## config.mk

```make
export PLATFORM = sky130hd
export DESIGN_NAME = wb_port_arbiter_flat
export DESIGN_NICKNAME = d
export VERILOG_FILES = /design/src/rtl/wb_port_arbiter_pkg.sv /design/src/rtl/wb_port_arbiter_if.sv /design/src/rtl/wb_port_arbiter_fifo.sv /design/src/rtl/wb_port_arbiter.sv /design/src/flat_wrapper.sv
export SDC_FILE = /design/constraint.sdc
export NUM_CORES = 1
export LEC_CHECK = 0
export ABC_AREA = 1
export CORE_MARGIN = 2
export CORE_UTILIZATION = 39
export CTS_CLUSTER_SIZE = 40
export DETAILED_ROUTE_END_ITERATION = 8
export GPL_TIMING_DRIVEN = 0
export PLACE_DENSITY = 0.73
export SETUP_SLACK_MARGIN = 0.15
export SYNTH_ARGS = -nofsm -noshare
export SYNTH_HDL_FRONTEND = slang
export SYNTH_SLANG_ARGS = --single-unit
```

## constraint.sdc

```tcl
create_clock -name clk -period 4.8 [get_ports clk]
set_clock_uncertainty 0.2 [all_clocks]
set_input_delay 0.48 -clock clk [delete_from_list [all_inputs] [get_ports clk]]
set_output_delay 0.48 -clock clk [all_outputs]
set_load 0.03 [all_outputs]
```

## src/rtl/wb_port_arbiter_pkg.sv

```systemverilog
`default_nettype none
// ============================================================================
//  Module   : wb_port_arbiter_pkg
//  Brief    : Shared widths, write-source encoding and grant-kind enum for the
//             register-file write-port arbiter.
//  Revision : 1.0  initial release
// ============================================================================
package wb_port_arbiter_pkg;

    localparam int DBITS     = 32;
    localparam int REGNOBITS = 5;

    // Value driven on wr_src to tell DE where the write came from
    localparam logic WB_SRC_PIPE = 1'b0;
    localparam logic WB_SRC_LU   = 1'b1;

    // Which requester owns the write port in the current cycle
    typedef enum logic [1:0] {
        IDLE  = 2'd0,
        PIPE  = 2'd1,
        DRAIN = 2'd2,
        FORCE = 2'd3
    } grant_kind_e;

endpackage
`default_nettype wire

```

## src/rtl/wb_port_arbiter_if.sv

```systemverilog
`default_nettype none
// ============================================================================
//  Module   : wb_port_arbiter_if
//  Brief    : Bundles the pipeline request, long-latency request, write-port
//             and hazard-query signals of the write-port arbiter.
//  Revision : 1.0  initial release
// ============================================================================
interface wb_port_arbiter_if
    import wb_port_arbiter_pkg::*;
#(
    parameter int DBITS     = wb_port_arbiter_pkg::DBITS,
    parameter int REGNOBITS = wb_port_arbiter_pkg::REGNOBITS,
    parameter int CNTW      = 2     // must equal $clog2(FIFO_DEPTH)+1 of the arbiter
);
    // Pipeline writeback request
    logic                 pipe_valid;
    logic                 pipe_ready;
    logic [REGNOBITS-1:0] pipe_regno;
    logic [DBITS-1:0]     pipe_data;
    // Long-latency unit result
    logic                 lu_valid;
    logic                 lu_ready;
    logic [REGNOBITS-1:0] lu_regno;
    logic [DBITS-1:0]     lu_data;
    // Registered register-file write port
    logic                 wr_reg;
    logic [REGNOBITS-1:0] wregno;
    logic [DBITS-1:0]     regval;
    logic                 wr_src;
    // Hazard query and status
    logic [REGNOBITS-1:0] query_regno;
    logic                 query_hit;
    logic [CNTW-1:0]      fifo_count;
    logic [15:0]          starve_events;

    // Arbiter side
    modport slave (
        input  pipe_valid, pipe_regno, pipe_data,
        input  lu_valid, lu_regno, lu_data,
        input  query_regno,
        output pipe_ready, lu_ready,
        output wr_reg, wregno, regval, wr_src,
        output query_hit, fifo_count, starve_events
    );

    // Requester / observer side
    modport master (
        output pipe_valid, pipe_regno, pipe_data,
        output lu_valid, lu_regno, lu_data,
        output query_regno,
        input  pipe_ready, lu_ready,
        input  wr_reg, wregno, regval, wr_src,
        input  query_hit, fifo_count, starve_events
    );

endinterface
`default_nettype wire

```

## src/rtl/wb_port_arbiter_fifo.sv

```systemverilog
`default_nettype none
// ============================================================================
//  Module   : wb_result_fifo
//  Brief    : Small circular FIFO of long-latency results with a parallel
//             destination-register compare across all live entries.
//  Revision : 1.0  initial release
// ============================================================================
module wb_result_fifo
    import wb_port_arbiter_pkg::*;
#(
    parameter int DBITS     = wb_port_arbiter_pkg::DBITS,
    parameter int REGNOBITS = wb_port_arbiter_pkg::REGNOBITS,
    parameter int DEPTH     = 2,
    localparam int PTRW     = $clog2(DEPTH),
    localparam int CNTW     = PTRW + 1
) (
    input  wire logic                 clk,
    input  wire logic                 reset,        // async, active-low
    input  wire logic                 push,
    input  wire logic [REGNOBITS-1:0] push_regno,
    input  wire logic [DBITS-1:0]     push_data,
    input  wire logic                 pop,
    output logic      [CNTW-1:0]      count,
    output logic      [REGNOBITS-1:0] head_regno,
    output logic      [DBITS-1:0]     head_data,
    input  wire logic [REGNOBITS-1:0] query_regno,
    output logic                      query_hit
);

    logic [PTRW-1:0]      rd_ptr_q, rd_ptr_d;
    logic [PTRW-1:0]      wr_ptr_q, wr_ptr_d;
    logic [CNTW-1:0]      count_q,  count_d;
    logic [REGNOBITS-1:0] regno_q [DEPTH];
    logic [REGNOBITS-1:0] regno_d [DEPTH];
    logic [DBITS-1:0]     data_q  [DEPTH];
    logic [DBITS-1:0]     data_d  [DEPTH];
    logic [DEPTH-1:0]     match;

    // Next-state: write at tail on push, advance head on pop; pointers wrap
    // naturally because DEPTH is a power of two
    always_comb begin
        rd_ptr_d = rd_ptr_q;
        wr_ptr_d = wr_ptr_q;
        count_d  = count_q;
        regno_d  = regno_q;
        data_d   = data_q;
        if (push) begin
            regno_d[wr_ptr_q] = push_regno;
            data_d[wr_ptr_q]  = push_data;
            wr_ptr_d          = wr_ptr_q + PTRW'(1);
        end
        if (pop) begin
            rd_ptr_d = rd_ptr_q + PTRW'(1);
        end
        case ({push, pop})
            2'b10:   count_d = count_q + CNTW'(1);
            2'b01:   count_d = count_q - CNTW'(1);
            default: count_d = count_q;
        endcase
    end

    // State register; reset discards all queued results
    always_ff @(posedge clk or negedge reset) begin
        if (!reset) begin
            rd_ptr_q <= '0;
            wr_ptr_q <= '0;
            count_q  <= '0;
            for (int i = 0; i < DEPTH; i++) begin
                regno_q[i] <= '0;
                data_q[i]  <= '0;
            end
        end else begin
            rd_ptr_q <= rd_ptr_d;
            wr_ptr_q <= wr_ptr_d;
            count_q  <= count_d;
            regno_q  <= regno_d;
            data_q   <= data_d;
        end
    end

    // A slot is live when its distance from the head is below the occupancy
    generate
        for (genvar i = 0; i < DEPTH; i++) begin : g_match
            logic [PTRW-1:0] offset;
            assign offset   = PTRW'(i) - rd_ptr_q;
            assign match[i] = ({1'b0, offset} < count_q) && (regno_q[i] == query_regno);
        end
    endgenerate

    assign query_hit  = (|match) && (query_regno != '0);
    assign count      = count_q;
    assign head_regno = regno_q[rd_ptr_q];
    assign head_data  = data_q[rd_ptr_q];

endmodule
`default_nettype wire

```

## src/rtl/wb_port_arbiter.sv

```systemverilog
`default_nettype none
// ============================================================================
//  Module   : wb_port_arbiter
//  Brief    : Shares the register-file write port between the pipeline WB
//             path (priority) and queued long-latency results, with a
//             starvation counter that forces queued results through.
//  Revision : 1.0  initial release
// ============================================================================
module wb_port_arbiter
    import wb_port_arbiter_pkg::*;
#(
    parameter int DBITS        = wb_port_arbiter_pkg::DBITS,
    parameter int REGNOBITS    = wb_port_arbiter_pkg::REGNOBITS,
    parameter int FIFO_DEPTH   = 2,
    parameter int STARVE_LIMIT = 4
) (
    input  wire logic        clk,
    input  wire logic        reset,     // async, active-low
    wb_port_arbiter_if.slave bus
);

    localparam int              CNTW       = $clog2(FIFO_DEPTH) + 1;
    localparam logic [3:0]      STARVE_MAX = 4'(STARVE_LIMIT);
    localparam logic [CNTW-1:0] DEPTH_C    = CNTW'(FIFO_DEPTH);

    grant_kind_e          grant;
    logic                 fifo_empty;
    logic                 push;
    logic                 pop;
    logic [CNTW-1:0]      fifo_count;
    logic [REGNOBITS-1:0] head_regno;
    logic [DBITS-1:0]     head_data;

    logic [3:0]           starve_cnt_q,    starve_cnt_d;
    logic [15:0]          starve_events_q, starve_events_d;
    logic                 wr_reg_q,        wr_reg_d;
    logic [REGNOBITS-1:0] wregno_q,        wregno_d;
    logic [DBITS-1:0]     regval_q,        regval_d;
    logic                 wr_src_q,        wr_src_d;

    // Readiness to accept a result comes from the registered count only, so a
    // full FIFO never accepts even when it is popping this cycle
    assign fifo_empty  = (fifo_count == '0);
    assign bus.lu_ready = (fifo_count < DEPTH_C);
    assign push        = bus.lu_valid && bus.lu_ready;
    assign pop         = (grant == FORCE) || (grant == DRAIN);

    wb_result_fifo #(
        .DBITS     (DBITS),
        .REGNOBITS (REGNOBITS),
        .DEPTH     (FIFO_DEPTH)
    ) u_fifo (
        .clk         (clk),
        .reset       (reset),
        .push        (push),
        .push_regno  (bus.lu_regno),
        .push_data   (bus.lu_data),
        .pop         (pop),
        .count       (fifo_count),
        .head_regno  (head_regno),
        .head_data   (head_data),
        .query_regno (bus.query_regno),
        .query_hit   (bus.query_hit)
    );

    // Grant decision: forced FIFO, then pipeline, then opportunistic drain
    always_comb begin
        grant = IDLE;
        if ((starve_cnt_q == STARVE_MAX) && !fifo_empty) begin
            grant = FORCE;
        end else if (bus.pipe_valid) begin
            grant = PIPE;
        end else if (!fifo_empty) begin
            grant = DRAIN;
        end
    end

    assign bus.pipe_ready = (grant != FORCE);

    // Next write-port values, starvation counter and forced-grant statistics
    always_comb begin
        wr_reg_d        = 1'b0;
        wregno_d        = wregno_q;
        regval_d        = regval_q;
        wr_src_d        = wr_src_q;
        starve_cnt_d    = starve_cnt_q;
        starve_events_d = starve_events_q;

        case (grant)
            PIPE: begin
                wr_reg_d = (bus.pipe_regno != '0);
                wregno_d = bus.pipe_regno;
                regval_d = bus.pipe_data;
                wr_src_d = WB_SRC_PIPE;
            end
            DRAIN, FORCE: begin
                wr_reg_d = (head_regno != '0);
                wregno_d = head_regno;
                regval_d = head_data;
                wr_src_d = WB_SRC_LU;
            end
            default: begin
            end
        endcase

        // A newly pushed entry does not count as waiting until next cycle
        if (fifo_empty || pop) begin
            starve_cnt_d = '0;
        end else if (starve_cnt_q != STARVE_MAX) begin
            starve_cnt_d = starve_cnt_q + 4'd1;
        end

        if ((grant == FORCE) && (starve_events_q != 16'hFFFF)) begin
            starve_events_d = starve_events_q + 16'd1;
        end
    end

    // Registered write port and counters
    always_ff @(posedge clk or negedge reset) begin
        if (!reset) begin
            wr_reg_q        <= 1'b0;
            wregno_q        <= '0;
            regval_q        <= '0;
            wr_src_q        <= 1'b0;
            starve_cnt_q    <= '0;
            starve_events_q <= '0;
        end else begin
            wr_reg_q        <= wr_reg_d;
            wregno_q        <= wregno_d;
            regval_q        <= regval_d;
            wr_src_q        <= wr_src_d;
            starve_cnt_q    <= starve_cnt_d;
            starve_events_q <= starve_events_d;
        end
    end

    assign bus.wr_reg        = wr_reg_q;
    assign bus.wregno        = wregno_q;
    assign bus.regval        = regval_q;
    assign bus.wr_src        = wr_src_q;
    assign bus.fifo_count    = fifo_count;
    assign bus.starve_events = starve_events_q;

endmodule
`default_nettype wire

```

## src/flat_wrapper.sv

```systemverilog
// flat-port wrapper written by rule: the top's interface ports become plain ports
module wb_port_arbiter_flat import wb_port_arbiter_pkg::*;
#(
    parameter int DBITS        = wb_port_arbiter_pkg::DBITS,
    parameter int REGNOBITS    = wb_port_arbiter_pkg::REGNOBITS,
    parameter int FIFO_DEPTH   = 2,
    parameter int STARVE_LIMIT = 4
)
  (clk, reset, bus_pipe_valid, bus_pipe_regno, bus_pipe_data, bus_lu_valid, bus_lu_regno, bus_lu_data, bus_query_regno, bus_pipe_ready, bus_lu_ready, bus_wr_reg, bus_wregno, bus_regval, bus_wr_src, bus_query_hit, bus_fifo_count, bus_starve_events);
  wb_port_arbiter_if #(.DBITS(DBITS), .REGNOBITS(REGNOBITS), .CNTW(($clog2(FIFO_DEPTH) + 1))) bus_i ();
  input  wire logic clk;
  input  wire logic reset;
  input wire logic [$bits(bus_i.pipe_valid)-1:0] bus_pipe_valid;
  input wire logic [$bits(bus_i.pipe_regno)-1:0] bus_pipe_regno;
  input wire logic [$bits(bus_i.pipe_data)-1:0] bus_pipe_data;
  input wire logic [$bits(bus_i.lu_valid)-1:0] bus_lu_valid;
  input wire logic [$bits(bus_i.lu_regno)-1:0] bus_lu_regno;
  input wire logic [$bits(bus_i.lu_data)-1:0] bus_lu_data;
  input wire logic [$bits(bus_i.query_regno)-1:0] bus_query_regno;
  output wire logic [$bits(bus_i.pipe_ready)-1:0] bus_pipe_ready;
  output wire logic [$bits(bus_i.lu_ready)-1:0] bus_lu_ready;
  output wire logic [$bits(bus_i.wr_reg)-1:0] bus_wr_reg;
  output wire logic [$bits(bus_i.wregno)-1:0] bus_wregno;
  output wire logic [$bits(bus_i.regval)-1:0] bus_regval;
  output wire logic [$bits(bus_i.wr_src)-1:0] bus_wr_src;
  output wire logic [$bits(bus_i.query_hit)-1:0] bus_query_hit;
  output wire logic [$bits(bus_i.fifo_count)-1:0] bus_fifo_count;
  output wire logic [$bits(bus_i.starve_events)-1:0] bus_starve_events;
  assign bus_i.pipe_valid = bus_pipe_valid;
  assign bus_i.pipe_regno = bus_pipe_regno;
  assign bus_i.pipe_data = bus_pipe_data;
  assign bus_i.lu_valid = bus_lu_valid;
  assign bus_i.lu_regno = bus_lu_regno;
  assign bus_i.lu_data = bus_lu_data;
  assign bus_i.query_regno = bus_query_regno;
  assign bus_pipe_ready = bus_i.pipe_ready;
  assign bus_lu_ready = bus_i.lu_ready;
  assign bus_wr_reg = bus_i.wr_reg;
  assign bus_wregno = bus_i.wregno;
  assign bus_regval = bus_i.regval;
  assign bus_wr_src = bus_i.wr_src;
  assign bus_query_hit = bus_i.query_hit;
  assign bus_fifo_count = bus_i.fifo_count;
  assign bus_starve_events = bus_i.starve_events;
  wb_port_arbiter #(.DBITS(DBITS), .REGNOBITS(REGNOBITS), .FIFO_DEPTH(FIFO_DEPTH), .STARVE_LIMIT(STARVE_LIMIT)) u_core (.clk(clk), .reset(reset), .bus(bus_i));
endmodule
```

==> changes_impl.md, run 1 <==
### Physical design

* Hold depth at 2
* Max-cap viol count at 0
* Crit path to: bus_query_hit
* End-of-flow core utilization at 0.541
* Slowest cell on the critical path: clkdlybuf4s50_1
* Avg Inst Size Synth at 7.68 µm²
* Final cell count without fillers at about 1,300
* Hold_sp: u_core.bus.wr_src
* Clock buffers at 20
* Worst setup path start: u_core.u_fifo.rd_ptr_q
* Busiest grt layer: met2
* Synthesized registers at ~140
* Max Buffers Root-to-Sink at 2
* Clock power share at 0.236
* Cell Type Count at 30
* Starting Density at 0.400
* Sw frac at 0.402
* Number of enable flip-flop cells at 0
* Average wire per standard cell at 14.5 µm
* Grt met2 use at 0.343
* DR WL met2 at 8.73 mm
* Largest net degree at the start of global routing at 77
* Tapcell count at around 220
* Clock group at between 1 and 1.5 mW
* Setup TNS at 0 ns
* Nets at 1,113
* Yosys top cell by instances: nand2_1
* Vias per cell at 4.83
* Outcome: complete, no violations
* Worst flop-to-flop path startpoint: u_core.starve_cnt_q[0]
* Xor/xnor share at 0.0212
* DP Area at 0.00835 mm²
* Top reg by flops: u_core.u_fifo.data_q
* Combinational Power Share at 0.420
* Highest-count logic cell in the final layout: nand2_1
* Critical Setup Path Class: reg -> out
* Max-slew violations at 0
* Rel. slew slack at 0.583
* Register Area at 0.00343 mm²
Fig. 1: run 1, wiring by layer
Only two layers are drawn.
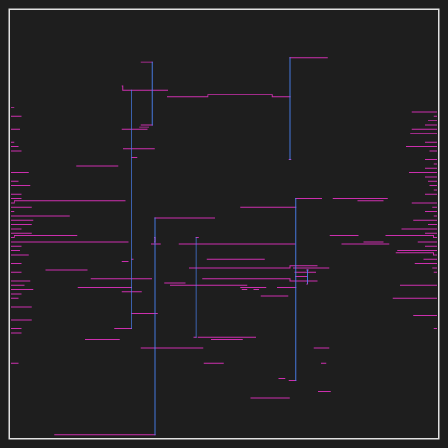
Key: magenta = met3 [wire length 1,050 µm]; blue = met4 [wire length 287 µm]

Fig. 2: run 1, the metal 4 layer
Scale bar: 50 µm.
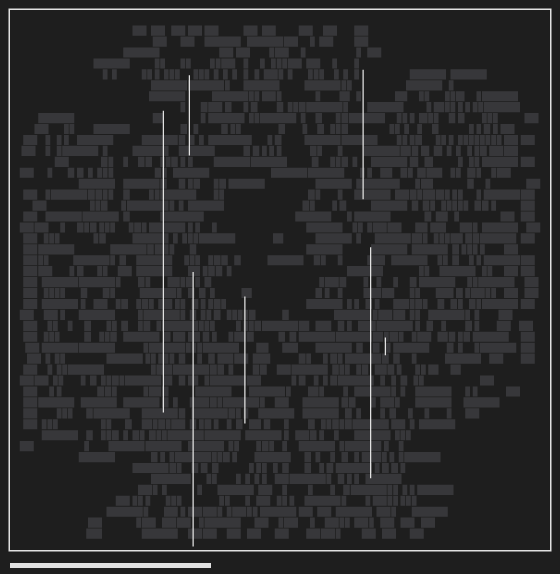
The longest straight run is 74.8 µm. The layer carries 287 µm of wire.
Post-Route WL: 18.3 mm
vias post-DR: 6,078

Fig. 3: run 1, met2 routing
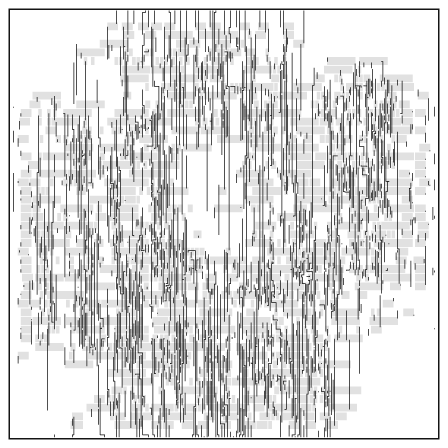
The wires run mostly vertical. The longest straight run is 51.4 µm. The layer holds 48% of the routed length.

==> run 1 -> run 2 <==
PLACE_DENSITY = 0.75   (was 0.73)
clock period = 2.75 ns   (was 4.8 ns; I/O delays follow)
==> changes_impl.md, run 2 <==
### Physical design

* Clock power share at 0.230 (-0.006)
* Tapcell count at 220 (unchanged)
* Max-slew violations at 0 (unchanged)
* Worst flop-to-flop path startpoint: u_core.starve_cnt_q[0]
* Busiest grt layer: met2
* Clock group at 2.26 mW (+69%)
* Top reg by flops: u_core.u_fifo.data_q
* Starting Density at 0.400 (unchanged)
* Xor/xnor share at 0.0212 (unchanged)
* Critical Path Max Stage Delay at 0.60 ns
* Max-cap viol count at 0 (unchanged)
* Outcome: complete, no violations
* Dominant register cell: dfrtp_1
* Worst setup path start: u_core.starve_cnt_q[0]
* Max Buffers Root-to-Sink at 2 (unchanged)
* RSZ-0062 raised after global routing: false
* Largest cell class by area: flip-flops and latches
* Combinational Power Share at 0.422 (+0.002)
* Nets at 1,113 (unchanged)
* Signal inverters at 71
* Register Area at 0.00343 mm² (unchanged)
* Highest-count logic cell in the final layout: nand2_1
* Critical Setup Path Class: reg -> out
* Number of enable flip-flop cells at 0 (unchanged)
* Sw frac at 0.403 (+0.00113)
* DP Area at 0.00835 mm² (unchanged)
* Cell Type Count at 30 (unchanged)
* Synthesized Nets at 950
* Sequential Power at 3.43 mW
* Seq/Total Area, Yosys at 0.517
* Crit path to: bus_pipe_ready
* Min-delay worst type: in -> async
* Yosys top cell by instances: nand2_1
* Avg Inst Size Synth at 7.68 µm² (unchanged)
* Largest net degree at the start of global routing at 81 (+5.2%)
* End-of-flow core utilization at 0.540 (-0.000981)
* Clock buffers at 18 (-10%)
* Max layer used: met4
* Final HPWL from detailed placement at between 10 and 15 mm
* CTS resizes at 6
* Placed Instances at approximately 1,200
* NonClk Buf Share at 0.190
* Setup TNS at 0 ns (unchanged)
* DR WL met2 at 8.65 mm (-0.84%)
* Vias per cell at 4.78 (-1.0%)
* Slowest cell on the critical path: clkdlybuf4s50_1
* Worst path depth at 6
* Synthesized registers at 137 (unchanged)
Fig. 4: run 2, met2 routing
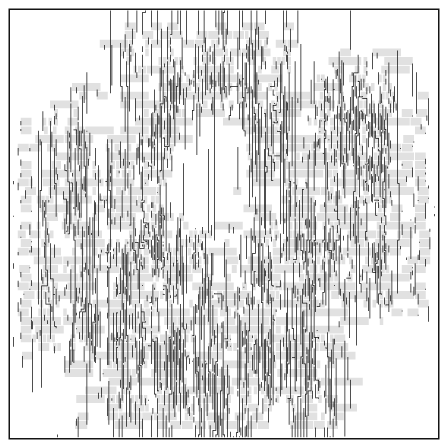
Post-Route WL: 18.0 mm
vias post-DR: 6,016
grt met2 use: 0.334

==> run 2 -> run 3 <==
CELL_PAD_IN_SITES_DETAIL_PLACEMENT = 1   (was unset)
CELL_PAD_IN_SITES_GLOBAL_PLACEMENT = 2   (was unset)
CORE_UTILIZATION = 26   (was 39)
PLACE_DENSITY = 0.85   (was 0.75)
==> changes_impl.md, run 3 <==
### Physical design

* Sequential Power at 3.43 mW (about the same)
* Synthesized registers at 137 (unchanged)
* Avg Inst Size Synth at 7.68 µm² (unchanged)
* Vias post-DR at 6,013 (-0.050%)
* Initial antenna violation count at 0
* WL met1 at 10.1 mm
* Buffers on Ports at roughly 140
* Crit path to: bus_query_hit
* Placed Instances at 1,336 (+9.0%)
* RSZ-0062 raised after global routing: true
* Largest cell class by area: flip-flops and latches
* Busiest grt layer: met2
* Tapcell count at 330 (+50%)
* Worst flop-to-flop path startpoint: u_core.starve_cnt_q[0]
* Yosys top cell by instances: nand2_1
* Seq/Total Area, Yosys at 0.517 (unchanged)
* Post-Route WL at 21.2 mm (+18%)
* Sw frac at 0.412 (+0.00929)
* Top cell type by total area after synthesis: dfrtp_1
* Slew @ Worst Pin at roughly 0.61 ns
* NonClk Buf Share at 0.187 (-0.00288)
* Worst path depth at 8 (+2)
* Synthesized Nets at 950 (unchanged)
* Worst setup path start: u_core.u_fifo.rd_ptr_q
* Critical Setup Path Class: reg -> out
* Max-cap viol count at 0 (unchanged)
* Async S/R FF share, synth at 1.00
* Synth area leaders: dfrtp_1 (52%), nand2_1 (15%), nor2_1 (8.8%)
* CTS Sinks at 137
* Max Buffers Root-to-Sink at 2 (unchanged)
* Vias per cell at 4.39 (-8.1%)
* End-of-flow core utilization at 0.363 (-0.176)
* Critical Path Max Stage Delay at 0.37 ns (-0.23 ns)
* Largest net degree at the start of global routing at 85 (+4.9%)
* Setup TNS at 0 ns (unchanged)
* Grt met2 use at 0.267 (-0.0671)
* Max layer used: met4
* DR WL met2 at 9.71 mm (+12%)
* Slowest cell on the critical path: dfrtp_1
* Number of enable flip-flop cells at 0 (unchanged)
* Yosys cell count at around 860
* Register Area at 0.00343 mm² (unchanged)
* CTS resizes at 8 (+2)
* Nets at 1,113 (unchanged)
* Outcome: complete, no violations
* Top logic family: simple AND/OR/NAND/NOR gates
* DP Area at 0.00849 mm² (+1.6%)
* Final HPWL from detailed placement at 15.4 mm (+18%)
* Max-slew violations at 0 (unchanged)
* Cell Type Count at 30 (unchanged)
Fig. 5: run 3, clock wiring as the flow saved it
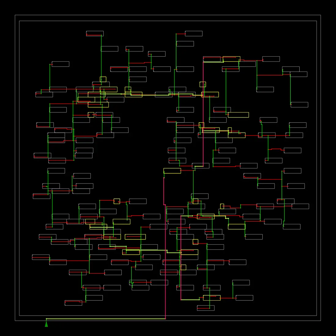
CTS buffer count: 17
clock buffers: 18
Seq cells: 137
Clock group: 2.41 mW
Latency at later pin: 0.42 ns

Power and IR drop assume default switching activity.
